===== config.mk =====
export PLATFORM = sky130hd
export DESIGN_NAME = pc_next_unit
export DESIGN_NICKNAME = d
export VERILOG_FILES = /design/src/rtl/pc_next_unit.sv
export SDC_FILE = /design/constraint.sdc
export NUM_CORES = 1
export LEC_CHECK = 0
export CAP_MARGIN = 20
export CORE_MARGIN = 10
export CORE_UTILIZATION = 51
export DETAILED_ROUTE_END_ITERATION = 12
export PLACE_DENSITY_LB_ADDON = 0.12
export SYNTH_ARGS = -nofsm -noshare
export SYNTH_HDL_FRONTEND = slang
export SYNTH_SLANG_ARGS = --single-unit

===== constraint.sdc =====
create_clock -name clk -period 3.9 [get_ports clk]
set_clock_uncertainty 0.05 [all_clocks]
set_input_delay 0.585 -clock clk [delete_from_list [all_inputs] [get_ports clk]]
set_output_delay 0.585 -clock clk [all_outputs]
set_load 0.05 [all_outputs]

===== src/rtl/pc_next_unit.sv =====
`default_nettype none
// ============================================================================
// Module      : pc_next_unit
// Description : Next-PC selection with fetch handshake, redirect pulse and
//               sticky misaligned-target trap.
// Revision    : 1.0 - initial release
// ============================================================================
module pc_next_unit #(
    parameter logic [31:0] RESET_PC = 32'h0000_0000
) (
    input  logic        clk,
    input  logic        rst,
    input  logic        stall,
    input  logic        jump,
    input  logic        jalr,
    input  logic        branch_taken,
    input  logic [31:0] imm_ext,
    input  logic [31:0] rs1_val,
    input  logic        fetch_ready,
    output logic [31:0] pc,
    output logic [31:0] pc_plus4,
    output logic        fetch_valid,
    output logic        redirect,
    output logic        misalign
);

    typedef enum logic [1:0] {
        RUN  = 2'd0,
        HOLD = 2'd1,
        TRAP = 2'd2
    } state_t;

    state_t      r_state;
    state_t      w_state_next;
    logic [31:0] r_pc;
    logic [31:0] w_pc_next;
    logic [31:0] w_target;
    logic [31:0] w_jalr_sum;
    logic        r_redirect;
    logic        w_redirect_next;
    logic        r_misalign;
    logic        w_misalign_next;
    logic        w_update;
    logic        w_taken;

    assign pc          = r_pc;
    assign pc_plus4    = r_pc + 32'd4;
    assign redirect    = r_redirect;
    assign misalign    = r_misalign;
    // Gated by rst so no fetch request is presented while reset is held.
    assign fetch_valid = (r_state != TRAP) && !rst;
    assign w_update    = fetch_valid && fetch_ready && !stall;
    assign w_jalr_sum  = rs1_val + imm_ext;
    assign w_taken     = jalr || jump || branch_taken;

    always_comb begin
        w_target = r_pc + 32'd4;
        if (jalr) begin
            w_target = {w_jalr_sum[31:1], 1'b0};
        end else if (jump || branch_taken) begin
            w_target = r_pc + imm_ext;
        end
    end

    always_comb begin
        w_state_next    = r_state;
        w_pc_next       = r_pc;
        w_redirect_next = 1'b0;
        w_misalign_next = r_misalign;
        case (r_state)
            RUN, HOLD: begin
                if (w_update) begin
                    // Only bit 1 is checked: bit 0 is masked (JALR) or even by construction.
                    if (w_target[1]) begin
                        w_state_next    = TRAP;
                        w_misalign_next = 1'b1;
                    end else begin
                        w_state_next    = RUN;
                        w_pc_next       = w_target;
                        w_redirect_next = w_taken;
                    end
                end else begin
                    w_state_next = HOLD;
                end
            end
            TRAP: begin
                w_state_next    = TRAP;
                w_misalign_next = 1'b1;
            end
            default: begin
                w_state_next = RUN;
            end
        endcase
    end

    always_ff @(posedge clk or posedge rst) begin
        if (rst) begin
            r_state    <= RUN;
            r_pc       <= RESET_PC;
            r_redirect <= 1'b0;
            r_misalign <= 1'b0;
        end else begin
            r_state    <= w_state_next;
            r_pc       <= w_pc_next;
            r_redirect <= w_redirect_next;
            r_misalign <= w_misalign_next;
        end
    end

endmodule
`default_nettype wire


Figure 1. M1 wires (run 1).
The bar under the picture is 20 um long.
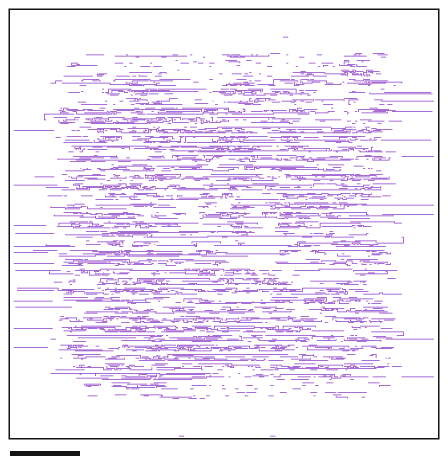
897 nets have wire on it. The layer carries 7880 um of wire. The layer holds 41% of the routed length. The longest straight run is 35.4 um. The wires run mostly horizontal.

Figure 2. M2 wires (run 1).
The bar under the picture is 20 um long. Cells faint in the background.
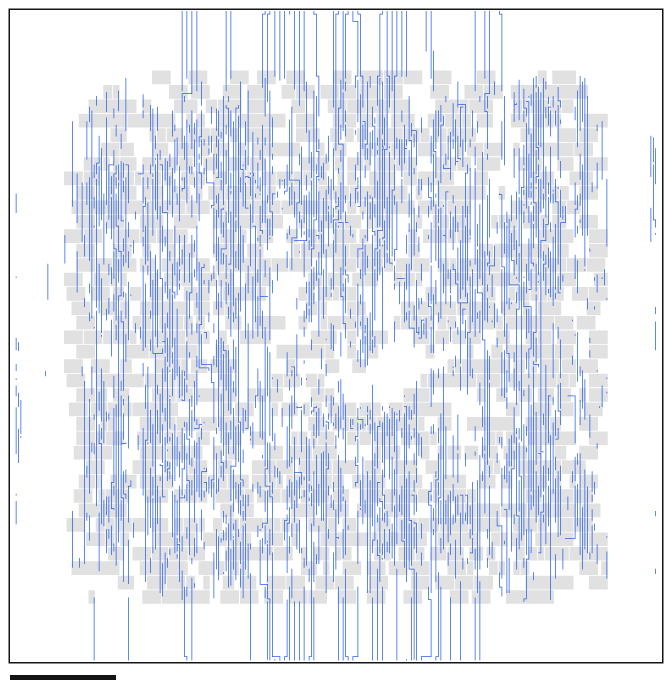
860 nets have wire on it. The layer holds 47% of the routed length.

==> summary.txt, run 1 <==
Results of the run.

The flow ran to the end, and the final reports show no timing, DRC or antenna violations. Per the final layout report, the fraction of cells sized above drive strength 1 comes to 7.27%. Per the CTS log, the buffer count on the longest clock path is 2. For reference, the top cells by area after synthesis are sky130_fd_sc_hd__dfrtp_1 (16%), sky130_fd_sc_hd__ha_1 (14%), sky130_fd_sc_hd__xnor2_1 (7.3%). The CTS clock-pin slew for the worst setup and hold paths is 80 ps. The detailed-route DRC error count is 0. Counting distinct cell types in the post-synthesis netlist gives 71. Ranking logic cells in the layout by count gives the top entries sky130_fd_sc_hd__clkdlybuf4s50_1 (125), sky130_fd_sc_hd__a21oi_1 (70), sky130_fd_sc_hd__nand2_1 (65). 138 I/O pins were placed.

The standby leakage power is 3.07 nW. The wire length recorded after detailed routing is 19200 um. The top routing layer in use is met4. The horizontal die dimension reported for this design is 123 um. Detailed routing inserted a total of 6094 vias.

The net count of the finished layout is 986. Final hold analysis gives a worst-case slack of 399 ps. Entering global routing, the biggest net connects 49 pins. Per the CTS log, the root buffer master is sky130_fd_sc_hd__clkbuf_8. The met3 wire length is 1610 um. The share of the Yosys chip area taken by registers is 16.2%.

The standard cell core area is 0.0103 mm^2. The data required time at the worst endpoint is 3260 ps. The kind of start point of the critical path is a flop. Setup repair after global routing left no endpoint under its margin. The tally of yosys warning messages is 0. Input and output buffers added on the ports amount to 135.
Figure 3. Signal wires on met3 (run 1).
The bar under the picture is 20 um long. Cells faint in the background.
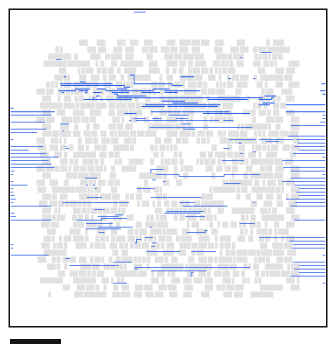
145 nets have wire on it. The layer holds 8.4% of the routed length. The wires run mostly horizontal. The layer carries 1610 um of wire.

-- run 1: synthesized netlist by cell type (all sizes together), types with 4 or more instances --
library cell,number
o21bai,7
inv,21
or3,5
nand4,10
xor2,31
nand3,22
nand2,65
and2,8
a31o,6
o21a,5
buf,5
clkbuf,20
a21oi,75
o22ai,4
o31ai,4
ha,62
a31oi,9
nor2b,8
nor2,59
a211o,4
a22oi,5
nand2b,11
o211ai,12
a211oi,12
nor4,4
xnor2,45
and3,11
or2,4
mux2i,5
nor3,13
o21ai,66
dfrtp,35
a21o,22
-- run 1: final cells by class --
class / instances / area [um^2] / share of cell area (%)
Inverter: 21 / 78.8 / 1.12
Tap cell: 136 / 170 / 2.42
Clock buffer: 5 / 68.8 / 0.978
Sequential cell: 35 / 876 / 12.4
Multi-Input combinational cell: 634 / 4340 / 61.6
Timing Repair Buffer: 155 / 1490 / 21.2
Clock inverter: 3 / 15.0 / 0.213
-- run 1: logic make-up (layout without fill, tap and decap cells) --
| kind of cell | after synthesis | in the layout | share of synthesized area (%) |
|---|---|---|---|
| buf+inv | 46 | 184 | 3.43 |
| mux | 6 | 6 | 1.21 |
| xor+xnor | 76 | 76 | 12.3 |
| simple gates | 231 | 231 | 20.9 |
| compound gates | 256 | 256 | 31.0 |
| fa+ha+maj | 63 | 63 | 14.7 |
| flops | 35 | 35 | 16.2 |
| other cells | 1 | 2 | 0.0695 |
-- run 1: flip-flops by register name (all words and copies together), names as in the netlist --
signal	count
misalign	1
pc	31
r_state	2
redirect	1
-- run 1: what timing repair did --
item | in CTS | in global routing
hold buffers | 0 | 0
endpoints found under the setup margin | 0 | 3
gates resized | 0 | 3
-- run 1: where the power goes --
part / internal [W] / switching [W] / leakage, nW / total (W)
combinational: 0.00141 / 0.00232 / 2.59 / 0.00373
sequential: 0.000497 / 0.000242 / 0.426 / 0.000739
clock: 0.000123 / 0.000168 / 0.0477 / 0.000291
-- run 1: stage by stage --
step	total power, W	setup WS [ps]	area (um^2)
after floorplan	0.00332	500	5400
after global placement	0.00438	200	6950
after detailed placement	0.00444	79.1	6950
after CTS	0.00475	12.5	7030
after global routing	0.00506	42.5	7040
final	0.00476	131	7040
-- run 1: worst max-delay path: stages (launching register included) --
cell and delay (ps):
sky130_fd_sc_hd__dfrtp_1 510, sky130_fd_sc_hd__nand3_1 190, sky130_fd_sc_hd__nor3_1 470, sky130_fd_sc_hd__and2_1 310, sky130_fd_sc_hd__nand2_1 190, sky130_fd_sc_hd__xnor2_1 280
sky130_fd_sc_hd__clkdlybuf4s50_1 870
-- run 1: final timing paths --
check / startpoint / end / slack [ps] / depth (start not counted)
min in group asynchronous: rst / r_state[0]$_DFF_PP0_ / 740 / 3
worst max-delay path: pc[4]$_DFFE_PP0P_ / pc_plus4[23] / 130 / 6
worst min register to register: r_state[1]$_DFF_PP0_ / r_state[0]$_DFF_PP0_ / 400 / 1
max in group asynchronous: rst / pc[17]$_DFFE_PP0P_ / 2680 / 3
worst min-delay path: r_state[1]$_DFF_PP0_ / r_state[0]$_DFF_PP0_ / 400 / 1
worst max register to register: pc[11]$_DFFE_PP0P_ / pc[26]$_DFFE_PP0P_ / 700 / 12
==> inputs of run 2 (changes only) <==
--- a/config.mk
+++ b/config.mk
@@ -5,11 +5,13 @@
 export SDC_FILE = /design/constraint.sdc
 export NUM_CORES = 1
 export LEC_CHECK = 0
-export CAP_MARGIN = 20
+export CELL_PAD_IN_SITES_DETAIL_PLACEMENT = 2
+export CELL_PAD_IN_SITES_GLOBAL_PLACEMENT = 2
 export CORE_MARGIN = 10
-export CORE_UTILIZATION = 51
+export CORE_UTILIZATION = 28
 export DETAILED_ROUTE_END_ITERATION = 12
 export PLACE_DENSITY_LB_ADDON = 0.12
+export SKIP_CTS_REPAIR_TIMING = 1
 export SYNTH_ARGS = -nofsm -noshare
 export SYNTH_HDL_FRONTEND = slang
 export SYNTH_SLANG_ARGS = --single-unit
Figure 4. Track usage over the die (run 2).
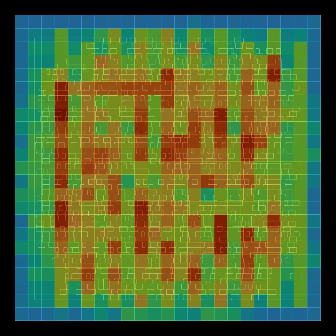
met3 GRT Util: 3.25%
highest-utilization routing layer at the global route stage: met2
total global routing track utilization: 19.7%
post-detailed-route wirelength per cell: 22.8 um

Figure 5. M2 wires (run 2).
The bar under the picture is 50 um long. Cells faint in the background.
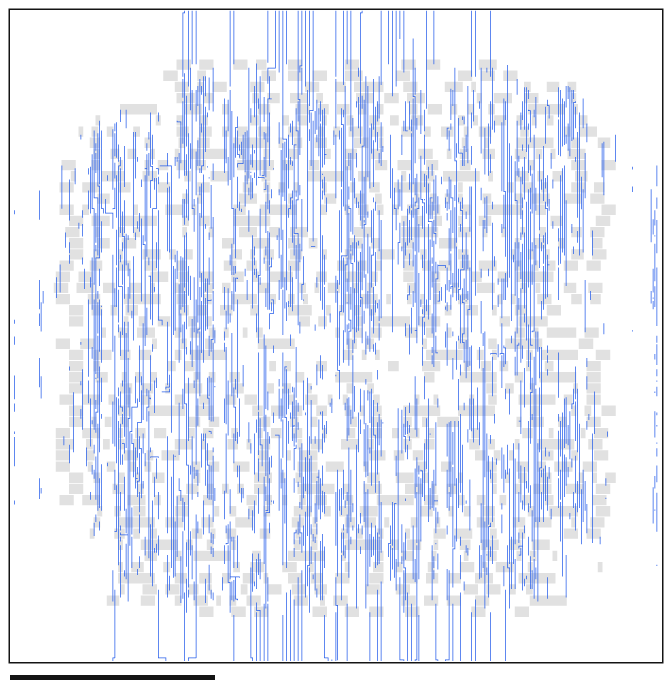
The longest straight run is 64.9 um. The layer carries 12500 um of wire.

==> run 2 against run 1 <==
Against the previous run:
- utilization is 30 points lower
- design area is 3.4% higher
- die size is 67% higher
- synthesized cell count stayed put
- register-to-register slack worse by 70 ps
- via count is 1.1% higher
- non-clock buffer count is 1 higher
- maximum frequency is 3.9% higher
- sequential share of layout area is 0.40 points lower
- wire length is 32% higher
==> summary.txt, run 2 <==
Results of the run.

The pin count of the biggest net entering global routing is 31 (was 49). The register share after synthesis is 16.2% (unchanged). The number of port buffers is 135 (unchanged). The CTS clock-pin slew for the worst setup and hold paths was 60 ps (was 80 ps).

The count of endpoints failing setup in the final report was 0 (unchanged). The headroom to the max-slew limit is 31.6% (was 62.1%). The detailed-route DRC error count is 0 (unchanged). The detailed router's first-iteration violation count is 306 (was 433).

The net count of the finished layout is 987 (was 986). The remaining antenna violation count is 0 (unchanged). The standby leakage power is 3.09 nW (was 3.07 nW). The final max-slew violation count is 0 (unchanged).

The number of flip-flops under the largest register name is 31 (unchanged). The overall routed net length is 25400 um (was 19200 um). The first-pass iteration count of the detailed router is 4 (was 5). The standard cell core area was 0.0188 mm^2 (was 0.0103 mm^2). The total non-filler cell area in the finished layout is 0.00727 mm^2 (was 0.00704 mm^2). Result of the run: finished, final reports clean (unchanged).

The data required time at the worst endpoint is 3260 ps (about the same). The maximum level of the CTS H-tree is 2 (unchanged). The count of different cell masters after synthesis was 71 (unchanged). The final-layout worst hold slack is 417 ps (was 399 ps). The count of vias placed by the detailed router came to 6162 (was 6094).

The clock tree from TritonCTS was built (unchanged). The total clock sinks came to 35 (unchanged). The ratio of cells with drive above 1 in the final layout is 8.32% (was 7.27%). The top cell type's share of synthesized area is 16.2% (unchanged). Dominant logic cell types in the final layout: sky130_fd_sc_hd__clkdlybuf4s50_1 (121), sky130_fd_sc_hd__a21oi_1 (70), sky130_fd_sc_hd__nand2_1 (65) (was sky130_fd_sc_hd__clkdlybuf4s50_1 (125), sky130_fd_sc_hd__a21oi_1 (70), sky130_fd_sc_hd__nand2_1 (65)). The post-synthesis async set-or-reset flop share came to 100% (unchanged). The post-detailed-placement cell area is 0.00713 mm^2 (was 0.00695 mm^2). Cell types occupying the most area after synthesis: sky130_fd_sc_hd__dfrtp_1 (16%), sky130_fd_sc_hd__ha_1 (14%), sky130_fd_sc_hd__xnor2_1 (7.3%) (unchanged).

The dominant cell by count in the synthesized netlist is sky130_fd_sc_hd__a21oi_1 (unchanged). The kind of start point of the critical path is a flop (unchanged). Unrepaired setup endpoints after global routing: false (unchanged). The number of buffers between clock root and the deepest sink came to 2 (unchanged).

The clock tree root buffer cell is sky130_fd_sc_hd__clkbuf_16 (was sky130_fd_sc_hd__clkbuf_8). The area growth from synthesis to final layout is 34.8% (was 30.4%). The x dimension of the die is 159 um (was 123 um).

The count of pins on the block boundary is 138 (unchanged). The power density of the placed cells was 696 mW/mm^2 (was 676 mW/mm^2). The type of destination of the critical path is an output port (unchanged). The top cell type by total area after synthesis is sky130_fd_sc_hd__dfrtp_1 (unchanged). The tally of yosys warning messages is 0 (unchanged).
Figure 6. M1 wires (run 2).
The bar under the picture is 50 um long.
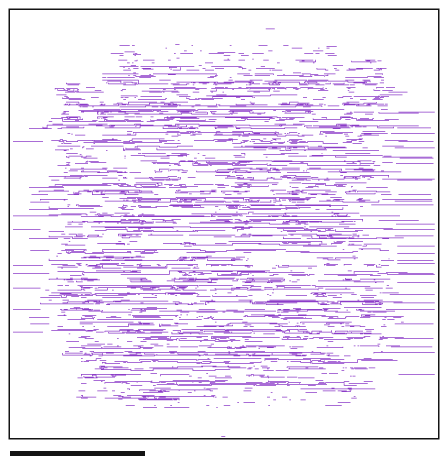
925 nets have wire on it. The layer carries 11700 um of wire. The layer holds 46% of the routed length. The wires run mostly horizontal.

-- run 2: cell counts after synthesis --
No cell type changed its count.
-- run 2: kinds of logic after synthesis --
| group | Yosys count | synth area share (%) |
|---|---|---|
| AOI/OAI and AO/OA | 256 | 31.0 |
| xor gates and xnor gates | 76 | 12.3 |
| adders and majority gates | 63 | 14.7 |
| buffers and inverters | 46 | 3.43 |
| DFF | 35 | 16.2 |
| muxes | 6 | 1.21 |
| other | 1 | 0.0695 |
| and+or+nand+nor | 231 | 20.9 |
-- run 2: per-layer routing --
metal  part of all wire [%]  vias up  track usage (%)
met5                      0        -                0
met4                    1.4        0             3.91
met3                    3.2       28             3.25
met2                     49      133             33.8
met1                     46     3088             25.3
li1                       -     2913                -
-- run 2: path summary, 6_finish.rpt --
kind / startpoint / to / slack (ps) / cells past startpoint
worst max-delay path: pc[4]$_DFFE_PP0P_ / pc_plus4[17] / 270 / 7
worst min-delay path: r_state[1]$_DFF_PP0_ / r_state[0]$_DFF_PP0_ / 420 / 1
worst max register to register: pc[11]$_DFFE_PP0P_ / pc[30]$_DFFE_PP0P_ / 630 / 11
worst min register to register: r_state[1]$_DFF_PP0_ / r_state[0]$_DFF_PP0_ / 420 / 1
max in group asynchronous: rst / misalign$_DFFE_PP0P_ / 2180 / 3
min in group asynchronous: rst / pc[3]$_DFFE_PP0P_ / 760 / 2
-- run 2: cell type report --
type                    instances  area, um^2  area share (%)
clock buffers                   6         139            1.91
multi-input cells             634        4340            59.7
clock inverters                 1        5.00          0.0688
inverters                      21        78.8            1.08
repair buffers                156        1510            20.7
flip-flops and latches         35         876            12.0
well taps                     260         325            4.47
-- run 2: where the power goes --
part           switching (W)  total [W]  internal, W
clock               0.000185   0.000435     0.000251
combinational        0.00242    0.00385      0.00143
sequential          0.000283   0.000781     0.000497
total                0.00288    0.00506      0.00218
-- run 2: critical path, cell delays in order (launching register included) --
cell                              delay (ps)
sky130_fd_sc_hd__dfrtp_1                 530
sky130_fd_sc_hd__nand3_1                 230
sky130_fd_sc_hd__nor3_1                  270
sky130_fd_sc_hd__buf_4                   180
sky130_fd_sc_hd__and2_1                  260
sky130_fd_sc_hd__nand3_1                 140
sky130_fd_sc_hd__xnor2_1                 240
sky130_fd_sc_hd__clkdlybuf4s50_1         860
-- run 2: through the flow --
step,total power [W],worst slack [ps],cells
2_1_floorplan,0.00332,500,715
4_1_cts,0.00510,55.8,1113
6_report,0.00506,272,1113
5_1_grt,0.00543,39.0,1113
3_5_place_dp,0.00462,-2.85,1106
3_3_place_gp,0.00452,164,1106
==> inputs of run 3 (changes only) <==
--- a/config.mk
+++ b/config.mk
@@ -10,8 +10,10 @@
 export CORE_MARGIN = 10
 export CORE_UTILIZATION = 28
 export DETAILED_ROUTE_END_ITERATION = 12
+export HOLD_SLACK_MARGIN = 0.05
 export PLACE_DENSITY_LB_ADDON = 0.12
 export SKIP_CTS_REPAIR_TIMING = 1
+export SLEW_MARGIN = 40
 export SYNTH_ARGS = -nofsm -noshare
 export SYNTH_HDL_FRONTEND = slang
 export SYNTH_SLANG_ARGS = --single-unit
==> constraint.sdc (replaced) <==
create_clock -name clk -period 3.9 [get_ports clk]
set_clock_uncertainty 0.05 [all_clocks]
set_input_delay 0.78 -clock clk [delete_from_list [all_inputs] [get_ports clk]]
set_output_delay 0.78 -clock clk [all_outputs]
set_load 0.05 [all_outputs]
Figure 7. Signal wires on met3 (run 3).
The bar under the picture is 50 um long. Cells faint in the background.
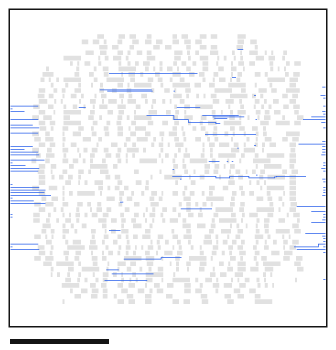
The layer holds 3.2% of the routed length. 89 nets have wire on it.

Figure 8. M2 wires (run 3).
The bar under the picture is 50 um long. Cells faint in the background.
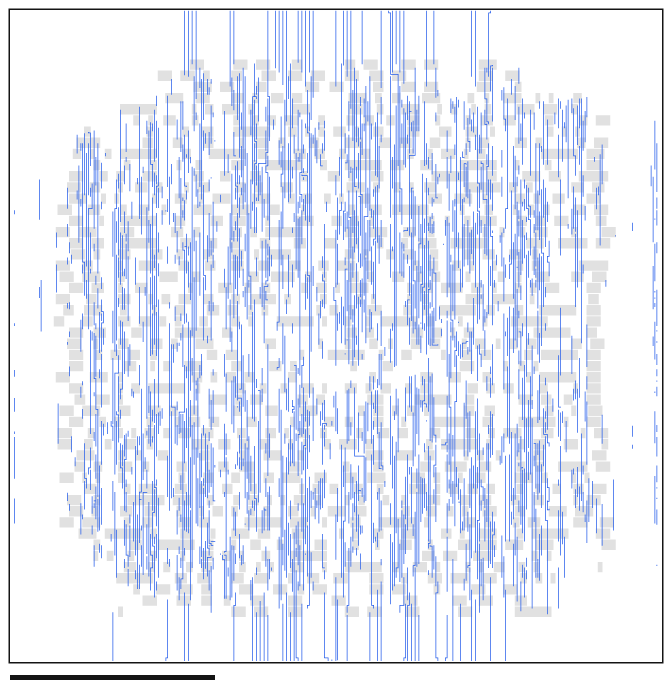
951 nets have wire on it. The layer holds 50% of the routed length. The wires run mostly vertical. The layer carries 12900 um of wire.

==> run 3 against run 2 <==
Against the previous run:
- flip-flop count stayed put
- via count up 1.8%
- critical path depth unchanged
- worst setup slack worse by 110 ps
- utilization up 1.2 points
- non-clock buffer count up 28
- sequential power fell by 2%
- die size stayed put
- highest routed layer unchanged
==> summary.txt, run 3 <==
Results of the run.

Result of the run: finished, final reports clean (unchanged). The first-pass iteration count of the detailed router is 7 (was 4). The worst stage delay on the critical path is 860 ps (about the same).

The post-synthesis async set-or-reset flop share is 100% (unchanged). The x dimension of the die is 159 um (unchanged). The reg-to-reg startpoint was pc[2]$_DFFE_PP0P_ (was pc[11]$_DFFE_PP0P_). The simple-gate share of the synthesized area is 20.9% (unchanged). The detailed router's first-iteration violation count came to 288 (was 306). The worst-case hold path end point is r_state[0]$_DFF_PP0_ (unchanged). The final max-slew violation count was 0 (unchanged). The count of vias placed by the detailed router came to 6274 (was 6162). The CTS clock-pin slew for the worst setup and hold paths is 60 ps (about the same).

The count of pins on the block boundary is 138 (unchanged). The count of different cell masters after synthesis is 71 (unchanged). The number of flip-flops under the largest register name is 31 (unchanged).

The top cell type by total area after synthesis is sky130_fd_sc_hd__dfrtp_1 (unchanged). The tally of yosys warning messages came to 0 (unchanged). The worst hold path depth is 1 (unchanged). The standard cell core area is 0.0188 mm^2 (unchanged). The pin count of the biggest net entering global routing is 29 (was 31).

The kind of start point of the critical path is a flop (unchanged). Most frequent cells after synthesis: sky130_fd_sc_hd__a21oi_1 (70), sky130_fd_sc_hd__nand2_1 (65), sky130_fd_sc_hd__ha_1 (62) (unchanged). The dominant kind of combinational cell is AND-OR/OR-AND gates (unchanged). The post-detailed-placement cell area is 0.00734 mm^2 (was 0.00713 mm^2).

The total non-filler cell area in the finished layout came to 0.00750 mm^2 (was 0.00727 mm^2). The top cell type's share of synthesized area was 16.2% (unchanged). The remaining antenna violation count is 0 (unchanged). The type of destination of the critical path is an output port (unchanged). The xor/xnor cell area share of the yosys netlist is 12.3% (unchanged). The dominant cell by count in the synthesized netlist is sky130_fd_sc_hd__a21oi_1 (unchanged).
Figure 9. Track usage over the die (run 3).
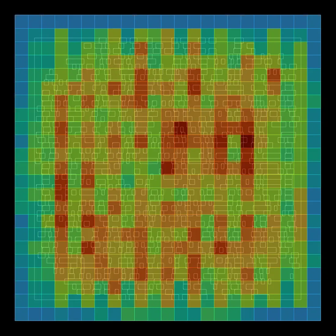
GR Layer Usage met1: 24.7%
met3 GRT Util: 3.20%
total global routing track utilization: 19.7%
post-detailed-route wirelength per cell: 22.5 um
met2 Track Usage GR: 34.8%

==> run 3: cells by family (layout without fill, tap and decap cells) <==
family,count (synthesis),in the layout
AND/OR/NAND/NOR,231,231
other,1,2
XOR/XNOR,76,76
buffers and inverters,46,213
AND-OR/OR-AND,256,256
flip-flops,35,35
multiplexers,6,6
adder cells (fa/ha/maj),63,63
==> run 3: per-stage QoR <==
| stage | hold WS [ps] | setup WS (ps) | power [W] | util [%] | std cells |
|---|---|---|---|---|---|
| final | 412 | 165 | 0.00517 | 39.8 | 1142 |
| after global routing | 443 | 6.14 | 0.00554 | 39.8 | 1142 |
| after CTS | 411 | 122 | 0.00521 | 39.7 | 1142 |
| after detailed placement | 403 | -190 | 0.00474 | 39.0 | 1134 |
| after global placement | 380 | -49.9 | 0.00462 | 38.9 | 1134 |
| after floorplan | 365 | 371 | 0.00332 | - | 715 |
==> run 3: worst max-delay path by stage <==
stage,to,start,depth (start not counted)
3_3_place_gp,pc[31]$_DFFE_PP0P_,imm_ext[11],12
5_1_grt,pc_plus4[31],pc[4]$_DFFE_PP0P_,9
6_report,pc_plus4[21],pc[4]$_DFFE_PP0P_,7
3_5_place_dp,pc[31]$_DFFE_PP0P_,imm_ext[11],12
4_1_cts,pc[31]$_DFFE_PP0P_,imm_ext[11],12
2_1_floorplan,pc_plus4[30],pc[2]$_DFFE_PP0P_,8
==> run 3: per-layer routing <==
metal  vias to the layer above  track usage [%]  wire (um)
li1                       2968                -          -
met4                         0             3.44        303
met3                        18             3.20        828
met2                       115             34.8      12900
met5                         -                0          0
met1                      3173             24.7      11600
==> run 3: power breakdown <==
| part | switching [W] | internal [W] | leakage, nW |
|---|---|---|---|
| clock | 0.000195 | 0.000237 | 0.0669 |
| combinational | 0.00246 | 0.00152 | 2.73 |
| sequential | 0.000267 | 0.000498 | 0.426 |
==> run 3: final cells by class <==
| class | count | area (um^2) |
|---|---|---|
| Tap cell | 260 | 325 |
| Sequential cell | 35 | 876 |
| Multi-Input combinational cell | 634 | 4370 |
| Fill cell | 2211 | 11300 |
| Clock buffer | 6 | 129 |
| Timing Repair Buffer | 184 | 1710 |
| Clock inverter | 2 | 12.5 |
| Inverter | 21 | 78.8 |
No activity file was given, so power comes from the tool's default toggle rates.
